## config.mk

```make
export PLATFORM = sky130hd
export DESIGN_NAME = adc_acq_scheduler
export DESIGN_NICKNAME = d
export VERILOG_FILES = /design/src/rtl/adc_acq_scheduler.sv
export SDC_FILE = /design/constraint.sdc
export NUM_CORES = 1
export LEC_CHECK = 0
export ABC_AREA = 1
export ABC_CLOCK_PERIOD_IN_PS = 6400
export CORE_MARGIN = 8
export CORE_UTILIZATION = 47
export CTS_CLUSTER_DIAMETER = 150
export CTS_CLUSTER_SIZE = 24
export DETAILED_ROUTE_END_ITERATION = 8
export MAX_ROUTING_LAYER = met4
export PLACE_DENSITY_LB_ADDON = 0.05
export SLEW_MARGIN = 20
export SYNTH_ARGS = -nofsm -noshare
export SYNTH_HDL_FRONTEND = slang
export SYNTH_SLANG_ARGS = --single-unit
export TNS_END_PERCENT = 5
```

## constraint.sdc

```tcl
create_clock -name sys_clk -period 6.4 [get_ports sys_clk]
set_clock_uncertainty 0.05 [all_clocks]
set_input_delay 1.28 -clock sys_clk [delete_from_list [all_inputs] [get_ports sys_clk]]
set_output_delay 1.28 -clock sys_clk [all_outputs]
set_load 0.02 [all_outputs]
```

## src/rtl/adc_acq_scheduler.sv

```systemverilog
// -----------------------------------------------------------------------------
// adc_acq_scheduler
//
// Schedules burst acquisitions from a multi-channel ADC capture unit and turns
// each accepted frame into a stream of per-channel samples.
//
// A burst starts on acq_start. The capture unit is then enabled and every
// adc_read_done pulse offers one 8-channel frame. A frame is accepted only if
// the serializer can take it; otherwise it is dropped and counted as an
// overrun. The burst ends after frame_count frames (0 = run until aborted) or
// on acq_abort. The block then drains the pending samples and pulses acq_done.
// A watchdog moves the block to ERROR if the capture unit stops producing
// frames.
//
// Ports
//   sys_clk          clock, rising edge
//   rst              asynchronous active-high reset
//   acq_start        one-cycle pulse, begins a burst
//   acq_abort        ends a burst early / leaves ERROR
//   frame_count[15:0] frames per burst, 0 = continuous (sampled on start)
//   chan_mask[7:0]   bit i enables channel i+1 (sampled on start)
//   adc_read_done    one-cycle pulse, adc_ch_data valid in that cycle
//   adc_ch_data[127:0] ch1 at [15:0] ... ch8 at [127:112]
//   adc_enable       conversion enable to the capture unit
//   sample_data[15:0], sample_chan[2:0], sample_valid, sample_ready
//                    serialized sample stream (valid/ready handshake)
//   acq_busy         burst running or draining
//   acq_done         one-cycle pulse when a burst completes normally
//   acq_error        sticky watchdog error flag
//   frames_captured[15:0] frames accepted in the current burst
//   overrun_count[7:0]    frames dropped in the current burst, saturating
// -----------------------------------------------------------------------------
module adc_acq_scheduler #(
  parameter int FPGA_CLOCK_FREQ   = 100,
  parameter int ADC_SAMPLING_RATE = 20,
  parameter int TIMEOUT_CYCLES    = 4 * FPGA_CLOCK_FREQ * 1000 / ADC_SAMPLING_RATE
) (
  input  logic         sys_clk,
  input  logic         rst,
  input  logic         acq_start,
  input  logic         acq_abort,
  input  logic [15:0]  frame_count,
  input  logic [7:0]   chan_mask,
  input  logic         adc_read_done,
  input  logic [127:0] adc_ch_data,
  output logic         adc_enable,
  output logic [15:0]  sample_data,
  output logic [2:0]   sample_chan,
  output logic         sample_valid,
  input  logic         sample_ready,
  output logic         acq_busy,
  output logic         acq_done,
  output logic         acq_error,
  output logic [15:0]  frames_captured,
  output logic [7:0]   overrun_count
);

  typedef enum logic [1:0] {IDLE, RUN, DRAIN, ERROR} state_t;

  localparam int WD_W = $clog2(TIMEOUT_CYCLES + 1);

  state_t          state;
  logic [15:0]     frame_limit;   // latched frame_count
  logic [7:0]      mask;          // latched chan_mask
  logic [127:0]    shadow;        // frame being serialized
  logic [7:0]      pending;       // channels of the shadow frame not yet sent
  logic [WD_W-1:0] wd_count;      // RUN cycles since entry or last read_done

  logic        handshake;
  logic        last_sample;
  logic        ser_free;
  logic        capture;
  logic        drop;
  logic        start_ok;
  logic [15:0] frames_next;

  // Lowest pending channel is the one on the bus.
  // NOTE: every signal assigned in always_comb gets a default first so no
  // path leaves it unassigned, which would infer a latch.
  always_comb begin
    sample_chan = 3'd0;
    for (int i = 7; i >= 0; i--) begin
      if (pending[i]) sample_chan = 3'(i);
    end
  end

  assign sample_data  = shadow[{sample_chan, 4'h0} +: 16];
  assign sample_valid = |pending;
  assign handshake    = sample_valid & sample_ready;
  // Only one channel left: clearing the lowest bit empties the mask.
  assign last_sample  = (pending & (pending - 8'd1)) == 8'd0;
  assign ser_free     = !sample_valid || (handshake && last_sample);
  assign capture      = (state == RUN) && adc_read_done && ser_free;
  assign drop         = (state == RUN) && adc_read_done && !ser_free;
  assign frames_next  = frames_captured + 16'd1;
  assign start_ok     = acq_start && !acq_abort;

  assign adc_enable   = (state == RUN);
  assign acq_busy     = (state == RUN) || (state == DRAIN);

  // NOTE: sequential state uses non-blocking assignments only, so every
  // register samples the pre-edge value of every other register.
  always_ff @(posedge sys_clk or posedge rst) begin
    if (rst) begin
      // NOTE: the shadow frame is reset along with the control state so no
      // stale sample data from an interrupted burst can appear on sample_data.
      state           <= IDLE;
      frame_limit     <= '0;
      mask            <= '0;
      shadow          <= '0;
      pending         <= '0;
      wd_count        <= '0;
      acq_done        <= 1'b0;
      acq_error       <= 1'b0;
      frames_captured <= '0;
      overrun_count   <= '0;
    end else begin
      acq_done <= 1'b0;

      // Serializer: a new frame replaces the shadow only when it is free;
      // otherwise each handshake retires the lowest pending channel.
      if (capture) begin
        shadow  <= adc_ch_data;
        pending <= mask;
      end else if (handshake) begin
        pending <= pending & (pending - 8'd1);
      end

      if (capture) frames_captured <= frames_next;
      if (drop && overrun_count != 8'hFF) overrun_count <= overrun_count + 8'd1;

      if ((state == IDLE || state == ERROR) && start_ok) begin
        state           <= RUN;
        frame_limit     <= frame_count;
        mask            <= chan_mask;
        wd_count        <= '0;
        acq_error       <= 1'b0;
        frames_captured <= '0;
        overrun_count   <= '0;
      end else begin
        case (state)
          RUN: begin
            wd_count <= adc_read_done ? '0 : wd_count + 1'b1;
            if (acq_abort ||
                (capture && frame_limit != 16'd0 && frames_next == frame_limit)) begin
              state <= DRAIN;
            end else if (!adc_read_done && wd_count == WD_W'(TIMEOUT_CYCLES - 1)) begin
              state     <= ERROR;
              acq_error <= 1'b1;
              pending   <= '0;  // flush: no samples survive a watchdog error
            end
          end
          DRAIN: begin
            if (!sample_valid) begin
              state    <= IDLE;
              acq_done <= 1'b1;
            end
          end
          ERROR: begin
            if (acq_abort) state <= IDLE;
          end
          default: ;
        endcase
      end
    end
  end

endmodule
```

==> Changelog: implementation, run 1 <==
### Physical design

* Fin crit share at 0.776
* CTS Buffer Depth at 3
* Critical-path maximum fanout at 28
* CTS sink cnt at between 200 and 250
* CP dominant cell by count: o21ai_0
* Initial antenna violation count at 2
* DRC viols at 0
* Clk network pwr share at 0.121
* Registers at 203
* Largest class: registers
* Area Overhead vs Synth at 25.2%
* Leakage power at between 5 and 6 nW
* IO Pins at a little over 200
* CTS root buffer: clkbuf_16
* Post-synthesis adder-cell area fraction at 0.00747
* Worst VDD drop at roughly 0.00041 V
* Synth top area share at 0.505
* Status: finished, final reports clean
* Flop pwr share at 0.310
* Post-synth mux share at 0
* Clock network share of area at 0.0271
* Worst R2R Path Depth at 12
* Drt first pass iters at 5
* Design Area, Final at approximately 13000 µm²
* Hold_buf cts at 0
* DP Cell Count at between 1500 and 2000
* Synth cell types at 38
* Core area at between 20000 and 25000 µm²
* Fillers at between 1500 and 2000
* Worst setup EP type: primary output
* Critical Path Stages at 9
* # clk buffers at 13
* Detailed-route via count at 9165
* Final min period at a little under 5 ns
* Psw at a little over 3 mW
* Post-Synthesis Net Count at 1484
* Worst Path Required at about 5.1 ns
* Dominant flop cell: dfrtp_1
* Top comb family, area: simple AND/OR/NAND/NOR gates
* Setup CP Type: reg -> out
* Final ANT Viol Nets at 0
* Slowest stage cell on the critical path: clkdlybuf4s50_1
* Worst-Margin Slew at around 1 ns
* Synth Area in XOR/XNOR at 0.00261
* N_taps at between 200 and 300
* First-pass GRT wire length at 47300 µm
* Ratio of cells with drive above 1 in the final layout at 0.0330
* Hold Crit Class: reg -> reg
* Max-cap viol count at 0
* FMAX at about 200 MHz
* Count leader, synth: nand2_1
* Top cells by count, synth: nand2_1 (458), dfrtp_1 (203), o21ai_0 (157)
* Fin nets at about 1700
* Worst-path cell chain: nor2_1 -> o21ai_0 -> a21oi_4 -> buf_4 -> o21ai_0 -> o21ai_0 -> nor2_1 -> a31oi_1 -> clkdlybuf4s50_1
* PwrDens at 527 nW/µm²
* Final setup fails at 0
* Switching share of power at 0.470
* Yosys top cell by area: dfrtp_1
* Port Buffer Count at 205
* YS chip area at slightly above 10000 µm²
* GPL Wtd Cong at between 0.9 and 1
* Die Span X at about 160 µm
* Setup_tns at 0 ns
* Pre-CTS setup slack at around 2.0 ns
* Worst-Skew Late Latency at 0.47 ns
* WP buf/inv at 2
* Site Rows at between 50 and 60
* Crit path DAT at 3.64 ns
* Tot GR Track Use at 0.228
* CP startpoint kind: flop
* # H-tree levels at 1
-- run 1: layout by cell type, fill, tap and decap left out, types with 3 or more instances in the layout --
master	n
a21oi_1	67
a31oi_1	18
buf_4	8
clkbuf_16	13
clkdlybuf4s50_1	205
dfrtp_1	203
ha_1	6
inv_1	125
inv_2	5
nand2_1	457
nand2_2	4
nand3_1	58
nand3_2	3
nand4_1	7
nor2_1	81
nor2_2	7
nor3_1	16
nor4_1	3
o211ai_1	4
o21ai_0	157
o21ai_1	3
o22ai_1	14
-- run 1: sequential cells by signal, summed over array words and instances, names as in the netlist --
name	count
acq_done	1
overrun_count	8
mask	8
acq_error	1
shadow	128
frame_limit	16
frames_captured	16
state	2
wd_count	15
pending	8
-- run 1: power by group through the flow --
stage / combinational [mW] / sequential, mW / clock [mW]
4_1_cts: 3.78 / 2.05 / 0.826
5_1_grt: 4.22 / 2.12 / 0.870
3_5_place_dp: 3.77 / 2.07 / 0
3_3_place_gp: 3.72 / 2.07 / 0
6_report: 3.78 / 2.06 / 0.803
2_1_floorplan: 2.40 / 2.01 / 0
-- run 1: final timing paths --
check | start | endpoint | slack (ns)
setup / recovery | pending[4] | sample_data[5] | 1.43
setup reg to reg | pending[2] | pending[3] | 3.50
max in group asynchronous | rst | shadow[2] | 3.91
hold / removal | shadow[96] | shadow[96] | 0.43
min in group asynchronous | rst | overrun_count[1] | 1.10
hold reg to reg | shadow[96] | shadow[96] | 0.43
-- run 1: worst reg2reg max path: cells and delay by family (launching register included) --
family / cells / cell delay, ns
compound gates: 3 / 0.90
buf+inv: 3 / 0.69
flops: 1 / 0.41
simple gates: 6 / 0.76
-- run 1: routing by layer --
layer,part of all wire,wire [µm],global-route usage
met5,0,0,-
met4,0.023,684,0.0657
met3,0.063,1850,0.0352
met2,0.43,12700,0.322
met1,0.48,14100,0.333
Figure 1. Zoomed window (run 1).
Region (61, 94) to (101, 134) µm. Cells in gray, sequential cells in the stronger gray; small squares are vias.
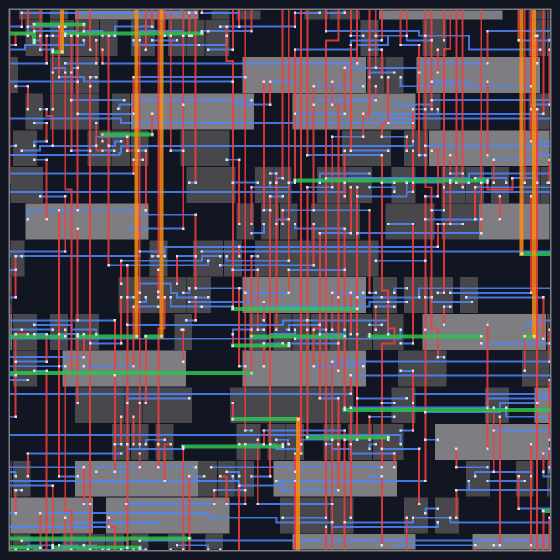
met3 -> green
met1 -> blue
met4 -> orange
met2 -> red
most frequent = nand2_1 (32), o21ai_0 (21), dfrtp_1 (16)
sequential cells in the window = 16
cells with their middle in the window = 113
netlist names of flops here include = `shadow` (16)

Figure 2. Gate families picked out (run 1).
Scale: 3 px per µm.
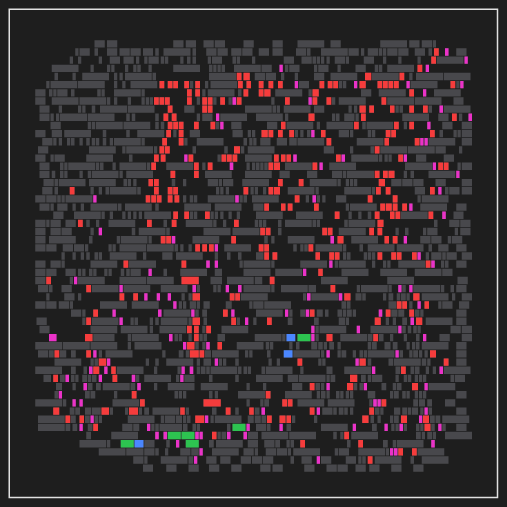
inverters -> magenta  # cells 131, most used inv_1, where spread over the die
inverting AOI/OAI gates -> red  # cells 271, most used o21ai_0
adder and majority cells -> green  # cells 6, most used ha_1
XOR/XNOR gates -> blue  # cells 3, most used xnor2_1
fraction of area in multi-input gates: 0.333
final cell count without fillers: 1764
highest-count logic cell in the final layout: nand2_1

Figure 3. Routing congestion (run 1).
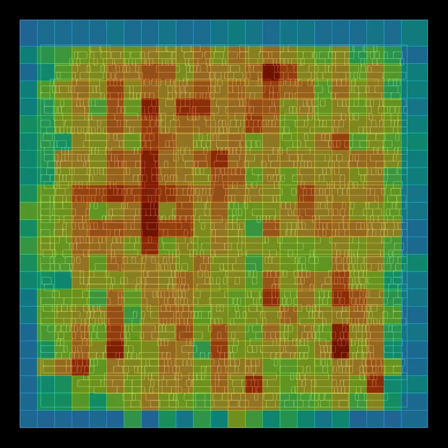
Most Crowded Layer GR: met1
Util after Layout: 0.599
per-cell routed wire length: 16.6 µm

Figure 4. Register map, names as in the netlist (run 1).
Scale: 3 px per µm.
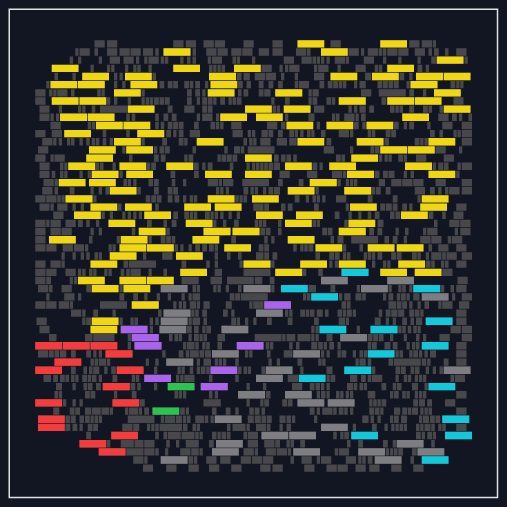
`wd_count` -> red  # flops 15, where bottom left
`mask` -> purple  # flops 8
`frames_captured` -> cyan  # flops 16
`shadow` -> yellow  # flops 128
`state` -> green  # flops 2
not colored = 34
Seq. pwr: 2.06 mW
Flop area: 5080 µm²
flop share of the area: 0.404

==> run 1 -> run 2 <==
Settings changed: ABC_CLOCK_PERIOD_IN_PS 6400 to 5190, CORE_UTILIZATION 47 to 52.
Clock period 6.4 ns to 5.19 ns, I/O delays scaled along.
Figure 5. Register map, names as in the netlist (run 2).
Scale: 3 px per µm.
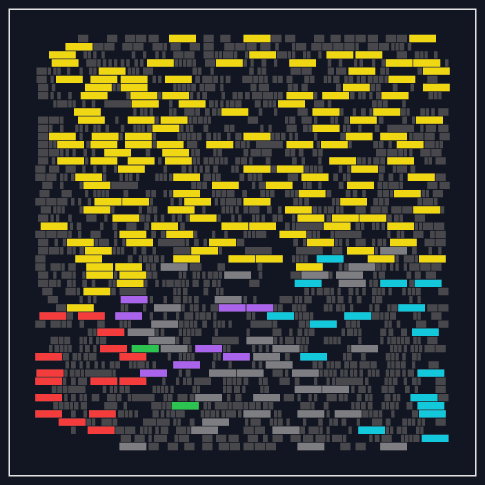
`mask` -> purple  # flops 8
`shadow` -> yellow  # flops 128
`frames_captured` -> cyan  # flops 16
`state` -> green  # flops 2
`wd_count` -> red  # flops 15, where bottom left
Util after Layout: 0.655
flop share of the area: 0.404
Seq. pwr: 2.56 mW

Figure 6. Gate families picked out (run 2).
Scale: 3 px per µm.
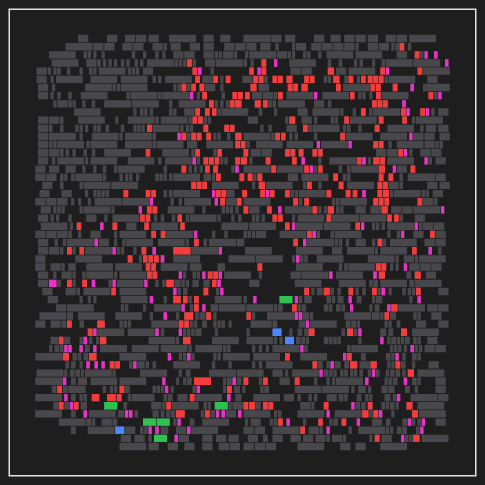
inverters -> magenta  # cells 131, most used inv_1, where spread over the die
XOR/XNOR gates -> blue  # cells 3, most used xnor2_1
inverting AOI/OAI gates -> red  # cells 271, most used o21ai_0
adder and majority cells -> green  # cells 6, most used ha_1
final cell count without fillers: 1755
fraction of area in multi-input gates: 0.333

==> run 2 against run 1 <==
Against the previous run: total power up 24%; critical endpoint is now sample_data[2]; die size down 8.7%; critical path depth unchanged; highest routed layer unchanged; count of clock-buffer cells in the layout unchanged.
==> Changelog: implementation, run 2 <==
### Physical design

* Status: finished, final reports clean
* R2R Setup Slk at 2.40 ns (-1.10 ns)
* Final min period at approximately 4.6 ns
* Most numerous logic cells after layout: nand2_1 (456), clkdlybuf4s50_1 (205), dfrtp_1 (203)
* Setup_tns at 0 ns (unchanged)
* Worst reg2reg startpoint: state[0]
* Worst setup EP type: primary output
* Design Area, Final at 12600 µm² (about the same)
* Fin crit share at 0.884
* CTS Buffer Depth at 3 (unchanged)
* Slowest stage cell on the critical path: clkdlybuf4s50_1
* Yosys top cell by area: dfrtp_1
* Critical Path Stages at 9 (unchanged)
* Setup crit start: pending[4]
* Switching share of power at 0.472 (+0.00250)
* Synth cell types at 38 (unchanged)
* Die Span X at 155 µm (-4.4%)
* Port Buffer Count at 205 (unchanged)
* Drt first pass iters at 5 (unchanged)
* WP buf/inv at 2 (unchanged)
* Hold Crit Class: reg -> reg
* Post-Synthesis Net Count at 1484 (unchanged)
* DRC viols at 0 (unchanged)
* Detailed-route via count at 9233 (+0.74%)
* Count leader, synth: nand2_1
* Met2 GRT Util at 0.363 (+0.0406)
* Pre-CTS setup slack at 1.14 ns (-0.862 ns)
* # H-tree levels at 1 (unchanged)
* PwrDens at 652 nW/µm² (+24%)
* Crit path DAT at 3.50 ns (-0.14 ns)
* Worst-Skew Late Latency at 0.47 ns (about the same)
* Met1 usage in global routing at 0.359 (+0.0257)
* Critical-path maximum fanout at 32 (+14%)
* Fin nets at 1652 (+0.061%)
* Hold_buf cts at 0 (unchanged)
* Per-cell routed wire length at 16.6 µm (+0.19%)
* Psw at 3.87 mW (+24%)
* Worst-Margin Slew at 0.888 ns (-0.116 ns)
* GPL Wtd Cong at 0.960 (+5.6%)
* GR Util met3 at 0.0363 (+0.00116)
* Critical path capture point: sample_data[2]
* Max reg flops at 128 (unchanged)
* First-pass GRT wire length at 47000 µm (-0.79%)
* CP dominant cell by count: o21ai_0
* Core area at 19200 µm² (-8.6%)
* Synth top area share at 0.505 (unchanged)
* CTS root buffer: clkbuf_16
* Die Size at roughly 24000 µm²
* Worst-path cell chain: nor2_1 -> o21ai_0 -> a21oi_4 -> buf_4 -> o21ai_0 -> o21ai_0 -> nor2_1 -> a31oi_1 -> clkdlybuf4s50_1
* IO Pins at 206 (unchanged)
* Clk network pwr share at 0.120 (about the same)
* Top cells by count, synth: nand2_1 (458), dfrtp_1 (203), o21ai_0 (157)
* Flop pwr share at 0.312 (+0.002)
* Worst Path Required at 4.10 ns (-0.97 ns)
* Most flops, register: shadow
* Initial antenna violation count at 2 (unchanged)
* CP startpoint kind: flop
* Site Rows at 51 (-3.8%)
* Max-cap viol count at 0 (unchanged)
* Final setup fails at 0 (unchanged)
* Met2 WL at 12700 µm (about the same)
* Largest registers: shadow x128, frame_limit x16, frames_captured x16
* Tot Pwr at 8.20 mW
* FF-to-FF End: wd_count[13]
* WL met3 at 2000 µm (+7.7%)
* Ratio of cells with drive above 1 in the final layout at 0.0343 (+0.00132)
* Dominant flop cell: dfrtp_1
* M1 WL at 13900 µm (-1.2%)
* Area Overhead vs Synth at 25.2% (about the same)
* Worst VDD drop at 0.000360 V (-12%)
* Hold_sp: shadow[87]
* CTS sink cnt at 203 (unchanged)
* Worst R2R Path Depth at 11 (-1)
* YS chip area at 10100 µm² (unchanged)
* Setup CP Type: reg -> out
* Final ANT Viol Nets at 0 (unchanged)
* Highest-count logic cell in the final layout: nand2_1
* Leakage power at 5.90 nW (about the same)
Figure 7. Routing congestion (run 2).
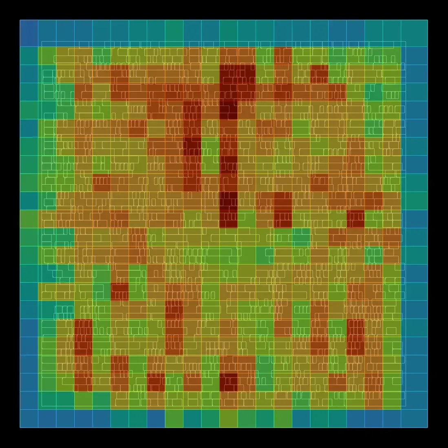
Tot GR Track Use: 0.248
Most Crowded Layer GR: met2

==> run 2: cell counts after synthesis <==
Identical to the previous run, type by type.
==> run 2: how the worst min path moves through the flow <==
stage / to / slack (ns) / cells after the start
2_1_floorplan: shadow[100] / 0.39 / 2
3_5_place_dp: shadow[48] / 0.40 / 2
6_report: shadow[87] / 0.43 / 2
3_3_place_gp: shadow[55] / 0.40 / 2
4_1_cts: shadow[87] / 0.43 / 2
5_1_grt: shadow[56] / 0.45 / 2
==> run 2: worst min-delay path, delay by kind of cell (launching register included) <==
family           cells  cell delay, ns
flip-flops           1            0.35
AND/OR/NAND/NOR      2            0.10
==> run 2: kinds of logic after synthesis <==
group / count (synthesis) / share of synthesized area
compound gates: 272 / 0.144
buf+inv: 192 / 0.0797
xor+xnor: 3 / 0.00261
simple gates: 644 / 0.261
flops: 203 / 0.505
fa+ha+maj: 6 / 0.00747
==> run 2: per-stage QoR <==
step,utilization,instances
2_1_floorplan,-,1320
3_3_place_gp,0.637,1739
3_5_place_dp,0.637,1739
4_1_cts,0.655,1753
5_1_grt,0.655,1755
6_report,0.655,1755
==> run 2: final cells by class <==
type                            count  area, µm²  area share
Clock inverter                      1       16.3     0.00129
Sequential cell                   203       5080       0.404
Clock buffer                       13        325      0.0258
Timing Repair Buffer              215       2140       0.170
Tap cell                          265        332      0.0263
Antenna cell                        2       5.00    0.000398
Inverter                          131        495      0.0394
Multi-Input combinational cell    925       4190       0.333
==> run 2: power groups by stage <==
stage / Combinational, mW / Sequential, mW / Clock [mW]
floorplan: 2.97 / 2.48 / 0
global placement: 4.55 / 2.56 / 0
detailed placement: 4.61 / 2.57 / 0
CTS: 4.63 / 2.54 / 1.00
global route: 5.16 / 2.62 / 1.06
finish: 4.66 / 2.56 / 0.983
==> run 2 -> run 3 <==
Settings changed: ABC_AREA 1 to not set.
Figure 8. Zoomed window (run 3).
Region (57, 88) to (97, 128) µm. Cells in gray, sequential cells in the stronger gray; small squares are vias.
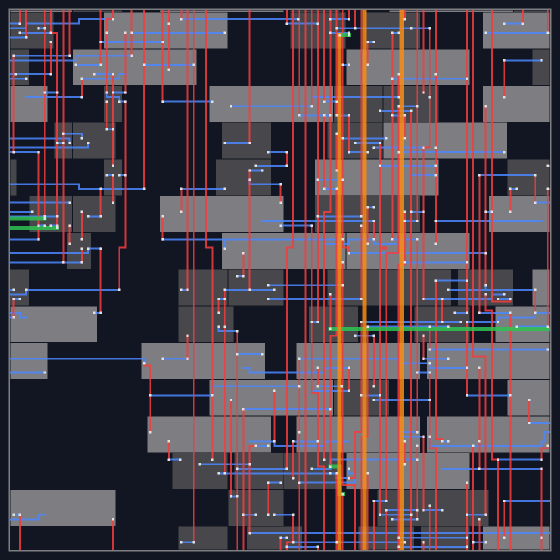
met2 -> red
met3 -> green
met1 -> blue
met4 -> orange
cells with their middle in the window = 59
sequential cells in the window = 22
most frequent = dfrtp_1 (22), mux2_2 (17), clkdlybuf4s50_1 (8)
netlist names of flops here include = `shadow` (18), `frames_captured` (3)

Figure 9. Register map, names as in the netlist (run 3).
Scale: 3 px per µm.
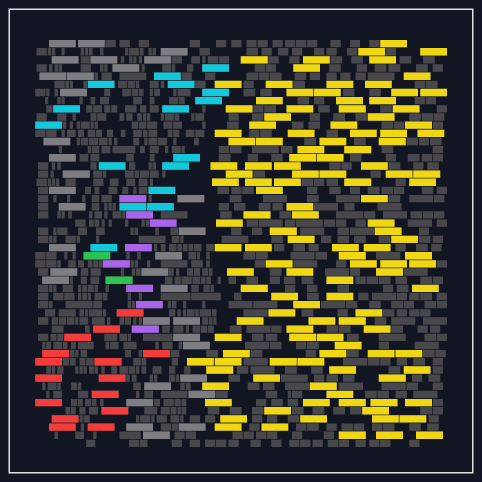
Util after Layout: 0.669
flop share of the area: 0.406
Seq. pwr: 2.79 mW

==> run 3 against run 2 <==
Against the previous run: worst hold slack gained 0.013 ns; worst setup slack gained 0.20 ns; core utilization grew 1.4 points; synthesized cell count shrank 38%; via count shrank 24%; synthesized area shrank 1.5%; critical path depth shrank 1; critical endpoint is now sample_data[9]; flip-flop count is the same; first-iteration DRC count shrank 48%; wire length shrank 11%.
==> Changelog: implementation, run 3 <==
### Physical design

* Status: finished, final reports clean
* Data buffer area share at 0.172 (+0.00188)
* DRC viols at 0 (unchanged)
* Met2 GRT Util at 0.388 (+0.0252)
* N_taps at 234 (-12%)
* Invs w/o clock at 15 (-89%)
* Fraction of area in multi-input gates at 0.366 (+0.0332)
* Worst VDD drop at 0.000428 V (+19%)
* CP startpoint kind: flop
* Worst Path Required at 4.10 ns (about the same)
* Slowest stage cell on the critical path: mux4_2
* Worst-Margin Slew at 0.999 ns (+0.111 ns)
* CTS sink cnt at 203 (unchanged)
* Per-cell routed wire length at 21.0 µm (+26%)
* Registers at 203 (unchanged)
* Worst setup EP type: primary output
* Non-clock buffers at 214 (-0.47%)
* Crit path DAT at 3.30 ns (-0.20 ns)
* Die Span X at 154 µm (-0.68%)
* Met1 usage in global routing at 0.269 (-0.0892)
* YS chip area at 9900 µm² (-1.5%)
* Most Crowded Layer GR: met2
* Hold_buf cts at 0 (unchanged)
* Post-Synthesis Net Count at 984 (-34%)
* Gate Area at 4590 µm² (+9.4%)
* GPL Wtd Cong at 0.889 (-7.4%)
* Most flops, register: shadow
* Critical-path maximum fanout at 33 (+3.1%)
* Setup repair after global routing missed its margin: false
* Worst-Skew Late Latency at 0.47 ns (about the same)
* Port Buffer Count at 205 (unchanged)
* Max reg flops at 128 (unchanged)
* CTS Buffer Depth at 3 (unchanged)
* Final setup fails at 0 (unchanged)
* IO Pins at 206 (unchanged)
* Largest registers: shadow x128, frame_limit x16, frames_captured x16
* Pre-CTS setup slack at 1.31 ns (+0.170 ns)
* Setup_tns at 0 ns (unchanged)
* Area Overhead vs Synth at 26.5%
* Site Rows at 50 (-2.0%)
* Worst-path cell chain: nor2_1 -> nor3_1 -> o21ai_0 -> inv_2 -> buf_4 -> mux4_2 -> mux2_2 -> clkdlybuf4s50_1
* Hold Crit Class: reg -> reg
* Synth cell types at 59 (+55%)
* WP buf/inv at 3 (+1)
* Detailed-route via count at 7026 (-24%)
* # clk buffers at 13 (unchanged)
* Fin crit share at 0.846 (-0.0385)
* First-pass GRT wire length at 40900 µm (-13%)
* CTS root buffer: clkbuf_16
* Final min period at 4.39 ns (-0.200 ns)
* Top cells by count, synth: dfrtp_1 (203), mux2_2 (144), nand2_1 (107)
* Largest class: registers
* Design Area, Final at 12500 µm² (-0.52%)
* Tot GR Track Use at 0.224 (-0.0238)
* Max-cap viol count at 0 (unchanged)
* Core area at 18700 µm² (-2.6%)
* Ratio of cells with drive above 1 in the final layout at 0.212 (+0.178)
* Tot Pwr at 8.47 mW (+3.3%)
* GR Util met3 at 0.0353 (-0.00102)
* Yosys top cell by area: dfrtp_1
* Flop area at 5080 µm² (unchanged)
* Synth top area share at 0.513 (+0.00773)
* Leakage power at 5.21 nW (-12%)
* PwrDens at 676 nW/µm² (+3.8%)
* Die Size at 23700 µm² (-1.4%)
* Clock network share of area at 0.0273 (+0.000141)
* Initial antenna violation count at 1 (-1)
* Count leader, synth: dfrtp_1
* Drt first pass iters at 4 (-1)
* Most numerous logic cells after layout: clkdlybuf4s50_1 (205), dfrtp_1 (203), mux2_2 (144)
Figure 10. Gate families picked out (run 3).
Scale: 3 px per µm.
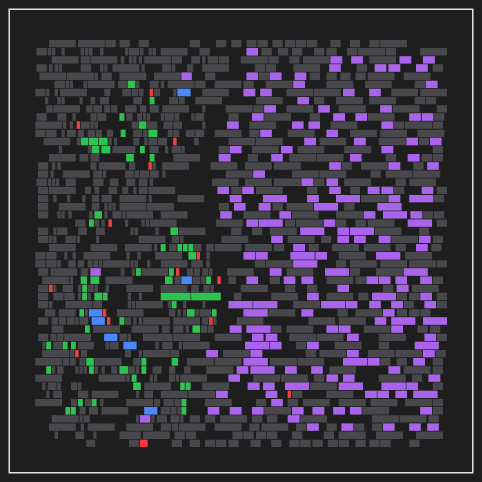
inverters -> red  # cells 15, most used inv_1
adder and majority cells -> blue  # cells 7, most used ha_1
inverting AOI/OAI gates -> green  # cells 61, most used a21oi_1
multiplexers -> purple  # cells 179, most used mux2_2
highest-count logic cell in the final layout: clkdlybuf4s50_1
final cell count without fillers: 1240

-- run 3: cell count changes after synthesis, sizes merged, moves of 49 or more --
cell   before  now
a21oi      69   20
inv       131   15
mux2        0  144
nand2     462  107
nand3      61   10
o21ai     161   18
-- run 3: through the flow --
step	instances	hold slack, ns
5_1_grt	1238	0.471
2_1_floorplan	820	0.396
6_report	1240	0.440
4_1_cts	1236	0.436
3_3_place_gp	1222	0.411
3_5_place_dp	1222	0.415
-- run 3: final timing paths --
kind	depth (start not counted)	endpoint	startpoint
setup / recovery	8	sample_data[9]	pending[6]
hold / removal	2	mask[1]	mask[1]
setup reg to reg	5	shadow[33]	pending[1]
hold reg to reg	2	mask[1]	mask[1]
max in group asynchronous	4	shadow[3]	rst
min in group asynchronous	2	overrun_count[1]	rst
-- run 3: cells by family (layout without fill, tap and decap cells) --
group,Yosys count,count (layout),share of synthesized area
adder cells (fa/ha/maj),7,7,0.00859
AND-OR/OR-AND,77,77,0.0546
XOR/XNOR,45,45,0.0398
AND/OR/NAND/NOR,249,249,0.119
buffers and inverters,60,243,0.0257
other,0,3,0
multiplexers,179,179,0.240
flip-flops,203,203,0.513
-- run 3: report_power, final --
part / switching [mW] / leakage [nW] / total, mW / internal, mW
Sequential: 0.540 / 2.52 / 2.79 / 2.25
Clock: 0.517 / 0.167 / 0.972 / 0.455
Combinational: 2.11 / 2.53 / 4.71 / 2.60
-- run 3: metal layers --
metal / wire length [µm] / vias up
li1: - / 3284
met2: 13500 / 218
met1: 10500 / 3495
met4: 680 / 0
met3: 1310 / 29
met5: 0 / -
-- run 3: worst reg2reg max path, stage by stage, from the launching register on --
cell	delay, ns
dfrtp_1	0.48
or3_1	0.44
a2111o_1	0.42
o32ai_4	0.17
buf_4	0.80
mux2_2	0.49
Power and IR drop assume default switching activity.
